File: config.mk
export PLATFORM = sky130hd
export DESIGN_NAME = memory_arbiter
export DESIGN_NICKNAME = d
export VERILOG_FILES = /design/src/rtl/memory_arbiter_pkg.sv /design/src/rtl/memory_arbiter_rr_arbiter2.sv /design/src/rtl/memory_arbiter.sv
export SDC_FILE = /design/constraint.sdc
export NUM_CORES = 1
export LEC_CHECK = 0
export CORE_UTILIZATION = 45
export DETAILED_ROUTE_END_ITERATION = 10
export PLACE_DENSITY_LB_ADDON = 0.12
export RECOVER_POWER = 100
export SLEW_MARGIN = 15
export SYNTH_ARGS = -nofsm -noshare
export SYNTH_HDL_FRONTEND = slang
export SYNTH_HIERARCHICAL = 1
export SYNTH_SLANG_ARGS = --single-unit
File: constraint.sdc
create_clock -name clk -period 6.3 [get_ports clk]
set_clock_uncertainty 0.1 [all_clocks]
set_input_delay 1.26 -clock clk [delete_from_list [all_inputs] [get_ports clk]]
set_output_delay 1.26 -clock clk [all_outputs]
set_load 0.01 [all_outputs]
File: src/rtl/memory_arbiter_pkg.sv
// Shared types for the memory arbiter: FSM state encoding, port indices, size-field width.
// Latency: n/a (declarations only).
// Backpressure: n/a.
package memory_arbiter_pkg;

  typedef enum logic [2:0] {
    IDLE,
    RD_FLUSH,
    RD_SETTLE,
    RD_WAIT,
    WR_ISSUE,
    WR_WAIT
  } state_t;

  // Requester indices into the two-bit request/grant vectors.
  localparam logic PORT_F = 1'b0;
  localparam logic PORT_D = 1'b1;

  // Width of the controller's "words fetched" count, able to hold 0..wide_out.
  function automatic int size_w(input int wide_out);
    return $clog2(wide_out + 1);
  endfunction

endpackage

File: src/rtl/memory_arbiter_rr_arbiter2.sv
// Two-way round-robin grant: on contention the port not granted last wins; data port first after reset.
// Latency: grant is combinational from req; the priority pointer moves at the edge where advance is high.
// Backpressure: none; the caller masks req while it is busy and pulses advance when a grant is taken.
// Ports: clk, reset (sync, active-high), req[1:0] {data, fetch}, advance, gnt[1:0] one-hot or zero.
module rr_arbiter2
  import memory_arbiter_pkg::*;
(
  input  logic       clk,
  input  logic       reset,
  input  logic [1:0] req,
  input  logic       advance,
  output logic [1:0] gnt
);

  // Index of the port that wins the next tie.
  logic prio;

  always_comb begin
    gnt = req;
    if (req == 2'b11) begin
      gnt = prio ? 2'b10 : 2'b01;
    end
  end

  // After serving fetch the data port gets priority, and vice versa.
  always_ff @(posedge clk) begin
    if (reset) begin
      prio <= PORT_D;
    end else if (advance) begin
      prio <= gnt[PORT_F];
    end
  end

endmodule

File: src/rtl/memory_arbiter.sv
// Arbitrates a fetch read port and a data read/write port onto one memory controller.
// Latency: read 3 cycles req-to-done (4 when a flush of the stale address is needed); write depends on mem_write_ready.
// Backpressure: requesters hold req until done; writes stall in WR_ISSUE while mem_write_ready is low.
// Ports: clk/reset; fetch f_req/f_address -> f_done/f_data; data d_req/d_write/d_address/d_wdata -> d_done/d_rdata;
//        controller mem_write/mem_address/mem_in out, mem_write_ready/mem_out/mem_size in.
module memory_arbiter
  import memory_arbiter_pkg::*;
#(
  parameter int RAM_WIDTH    = 8,
  parameter int RAM_DEPTH    = 16,
  parameter int MEM_WIDE_IN  = 1,
  parameter int MEM_WIDE_OUT = 1
) (
  input  logic                                  clk,
  input  logic                                  reset,
  input  logic                                  f_req,
  input  logic [RAM_DEPTH-1:0]                  f_address,
  output logic                                  f_done,
  output logic [RAM_WIDTH*MEM_WIDE_OUT-1:0]     f_data,
  input  logic                                  d_req,
  input  logic                                  d_write,
  input  logic [RAM_DEPTH-1:0]                  d_address,
  input  logic [RAM_WIDTH*MEM_WIDE_IN-1:0]      d_wdata,
  output logic                                  d_done,
  output logic [RAM_WIDTH*MEM_WIDE_OUT-1:0]     d_rdata,
  output logic                                  mem_write,
  input  logic                                  mem_write_ready,
  output logic [RAM_DEPTH-1:0]                  mem_address,
  output logic [RAM_WIDTH*MEM_WIDE_IN-1:0]      mem_in,
  input  logic [RAM_WIDTH*MEM_WIDE_OUT-1:0]     mem_out,
  input  logic [size_w(MEM_WIDE_OUT)-1:0]       mem_size
);

  localparam int SIZE_W = size_w(MEM_WIDE_OUT);
  localparam logic [SIZE_W-1:0] FULL_SIZE = SIZE_W'(MEM_WIDE_OUT);

  typedef struct packed {
    logic                 port;
    logic [RAM_DEPTH-1:0] addr;
  } txn_t;

  state_t               state, state_nxt;
  txn_t                 cur, grant_txn;
  logic                 grant_write;
  logic                 stale;
  logic                 wr_skip;
  logic [RAM_DEPTH-1:0] prev_addr;
  logic [1:0]           req_vec, gnt;
  logic                 grant_take, rd_done, wr_done;

  // While a done pulse is out the winning requester still holds req for the
  // finished transaction, so grants are suppressed for that cycle.
  assign req_vec = {d_req, f_req} & {2{(state == IDLE) && !f_done && !d_done}};

  rr_arbiter2 u_rr (
    .clk     (clk),
    .reset   (reset),
    .req     (req_vec),
    .advance (grant_take),
    .gnt     (gnt)
  );

  always_comb begin
    grant_txn.port = gnt[PORT_D];
    grant_txn.addr = gnt[PORT_D] ? d_address : f_address;
    grant_write    = gnt[PORT_D] & d_write;
  end

  always_ff @(posedge clk) begin
    if (reset) begin
      state <= IDLE;
    end else begin
      state <= state_nxt;
    end
  end

  always_comb begin
    state_nxt  = state;
    mem_write  = 1'b0;
    grant_take = 1'b0;
    rd_done    = 1'b0;
    wr_done    = 1'b0;
    case (state)
      IDLE: begin
        if (|gnt) begin
          grant_take = 1'b1;
          if (grant_write)  state_nxt = WR_ISSUE;
          else if (stale)   state_nxt = RD_FLUSH;
          else              state_nxt = RD_SETTLE;
        end
      end
      RD_FLUSH:  state_nxt = RD_SETTLE;
      RD_SETTLE: state_nxt = RD_WAIT;
      RD_WAIT: begin
        if ((mem_address == prev_addr) && (mem_size == FULL_SIZE)) begin
          rd_done   = 1'b1;
          state_nxt = IDLE;
        end
      end
      WR_ISSUE: begin
        if (mem_write_ready) begin
          mem_write = 1'b1;
          state_nxt = WR_WAIT;
        end
      end
      WR_WAIT: begin
        // The controller's ready flag is not meaningful the cycle after the strobe.
        if (!wr_skip && mem_write_ready) begin
          wr_done   = 1'b1;
          state_nxt = IDLE;
        end
      end
      default: state_nxt = IDLE;
    endcase
    // State only leaves WR_ISSUE at the reset edge, so keep the strobe quiet meanwhile.
    if (reset) begin
      mem_write = 1'b0;
    end
  end

  always_ff @(posedge clk) begin
    if (reset) begin
      cur         <= '0;
      stale       <= 1'b1;
      wr_skip     <= 1'b0;
      prev_addr   <= '0;
      mem_address <= '0;
      mem_in      <= '0;
      f_data      <= '0;
      d_rdata     <= '0;
      f_done      <= 1'b0;
      d_done      <= 1'b0;
    end else begin
      f_done    <= 1'b0;
      d_done    <= 1'b0;
      prev_addr <= mem_address;

      if (grant_take) begin
        cur <= grant_txn;
        if (grant_write) begin
          mem_address <= grant_txn.addr;
          mem_in      <= d_wdata;
          stale       <= 1'b1;
        end else begin
          // A read after a write first presents the inverted address so the
          // controller sees an address change and drops any cached word.
          mem_address <= stale ? ~grant_txn.addr : grant_txn.addr;
        end
      end

      if (state == RD_FLUSH) begin
        mem_address <= cur.addr;
        stale       <= 1'b0;
      end

      if (state == WR_WAIT) wr_skip <= 1'b0;
      if (mem_write)        wr_skip <= 1'b1;

      if (rd_done) begin
        if (cur.port == PORT_D) begin
          d_rdata <= mem_out;
          d_done  <= 1'b1;
        end else begin
          f_data <= mem_out;
          f_done <= 1'b1;
        end
      end

      if (wr_done) d_done <= 1'b1;
    end
  end

endmodule

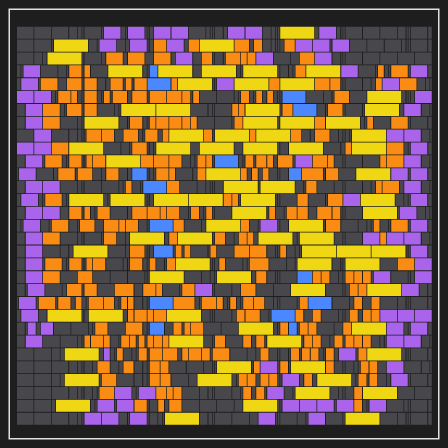
Figure 1: cells coloured by class.
Fill, decap, tap and diode cells in grey.
colour	class	cells
yellow	registers	81
orange	remaining logic cells	276
blue	clock drivers and dummy loads	16
purple	remaining buffers and delay cells	99
Final Instance Area: 4640 um^2
Final Util: 62.6%
Row Count: 31
register share of the cell area: 34.9%

==> reports/qor_table.md <==
| Parameter | This run | Unit |
|:---|:---|:---|
| Run status | complete, but fails checks | - |
| Failing checks | capacitance limit, slew limit | - |
| Sequential cell count | 81 | - |
| Routed vias | 2964 | - |
| Synthesis Warnings | 6 | - |
| Total grt overflow | 0 | - |
| Area share of xor/xnor cells in the synthesized design | 7.21 | % |
| Inserted Diodes | 0 | - |
| Top cell excl fill/tap | sky130_fd_sc_hd__dfxtp_1 | - |
| Reg2Reg Depth | 9 | - |
| Maximum number of pins on one net before global-route repair | 83 | - |
| Worst Hold Launch | f_data[0] | - |
| Total tool warning count | 26 | - |
| Area fraction in full adders, half adders and majority gates | 0 | % |
| Core ar. | 7410 | um^2 |
| Switching share of total power | 40.9 | % |
| Number of max-cap violations | 1 | - |
| Post-synthesis compound-gate area fraction | 17.7 | % |
| TNS Setup | 0 | ns |
| WS Path Type | in2reg | - |
| Max transition margin | -58.8 | % |
| Setup slack of the critical path after layout | 1.45 | ns |
| Final worst path period share | 77.0 | % |
| Placer's final routability congestion estimate | 0.791 | - |
| Max Fanout on Critical Path | 51 | - |
| Endpoint of the worst hold path | f_data[0] | - |
| Chip area in the Yosys report | 3520 | um^2 |
| Total of plain and repair buffers excluding clock buffers | 99 | - |
| Top reg by flops | cur | - |
| Multi-input logic cell count | 270 | - |
| Fraction of final layout cells sized beyond drive strength 1 | 5.08 | % |
| WL met2 | 3540 | um |
| Vias in the first global route | 2643 | - |
| Max FFs per register | 17 | - |
| Category of the worst setup path launch point | primary input | - |
| Shortest clock period the worst path allows after layout | 4.85 | ns |
| Clock network area share | 3.86 | % |
| Post-CTS setup buffer count | 0 | - |
| Placed instance count | 555 | - |
| Part of the Yosys area used for sequential elements | 46.0 | % |
| Buffers added on ports | 97 | - |
| Delay of the slowest cell on the worst path | 0.97 | ns |
| Clock net sink count | 81 | - |
| Wire length on met3 | 344 | um |
| Largest family of logic cells by area | AND-OR/OR-AND gates | - |
| Family of cells with the greatest summed delay on the critical path | simple AND/OR/NAND/NOR gates | - |
| Top cell type by total area after synthesis | sky130_fd_sc_hd__dfxtp_1 | - |
| Worst R2R Setup Slack | 1.86 | ns |
| Inverter tally of the final layout excluding the clock network | 6 | - |
| Logic gate fraction of the total cell area | 37.0 | % |
| Internal power | 0.00119 | W |
| Power drawn by the clock network | 0.000341 | W |
| Critical-path cell with the highest stage delay | sky130_fd_sc_hd__clkbuf_1 | - |
| Pins over their slew limit | 18 | - |
| Asr flop ratio synth | 0 | % |
| Routing layer with the top usage in global route | met2 | - |
| Met1 Use GR | 26.6 | % |
| Clock Buffer Count | 9 | - |
| CTS Buffer Depth | 2 | - |
| Instance area after placement | 4500 | um^2 |
| Comb. pwr | 0.000892 | W |
| Fraction of the core area occupied by cells at floorplan | 47.6 | % |
| Met3 GRT Util | 3.45 | % |
| Net switching power | 0.000823 | W |
| Instance count of the mapped netlist | 385 | - |
| Biggest regs | cur (17), mem_address (16), prev_addr (16) | - |
| Count of endpoints failing setup in the final report | 0 | - |
| Crit-path cells | dlygate4sd3_1 > nor4b_1 > a21boi_0 > clkbuf_1 > nor2_1 > nor2_4 > nor2_2 > nand2_1 > a21oi_1 | - |
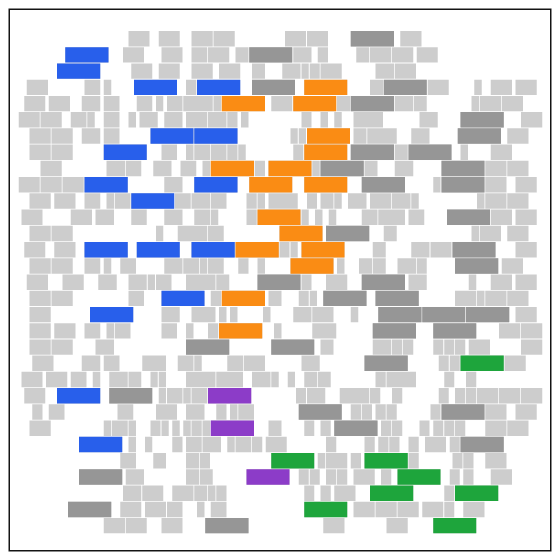
Figure 2: sequential cells coloured by netlist name.
Other sequential cells in the stronger grey, the rest of the logic in the fainter grey.
colour	signal	flops
purple	`state`	3
blue	`cur`	17
orange	`mem_address`	16
green	`f_data`	8
not coloured	37
sequential power: 0.000780 W
area taken by flip-flops and latches: 1620 um^2

Power and IR drop assume default switching activity.
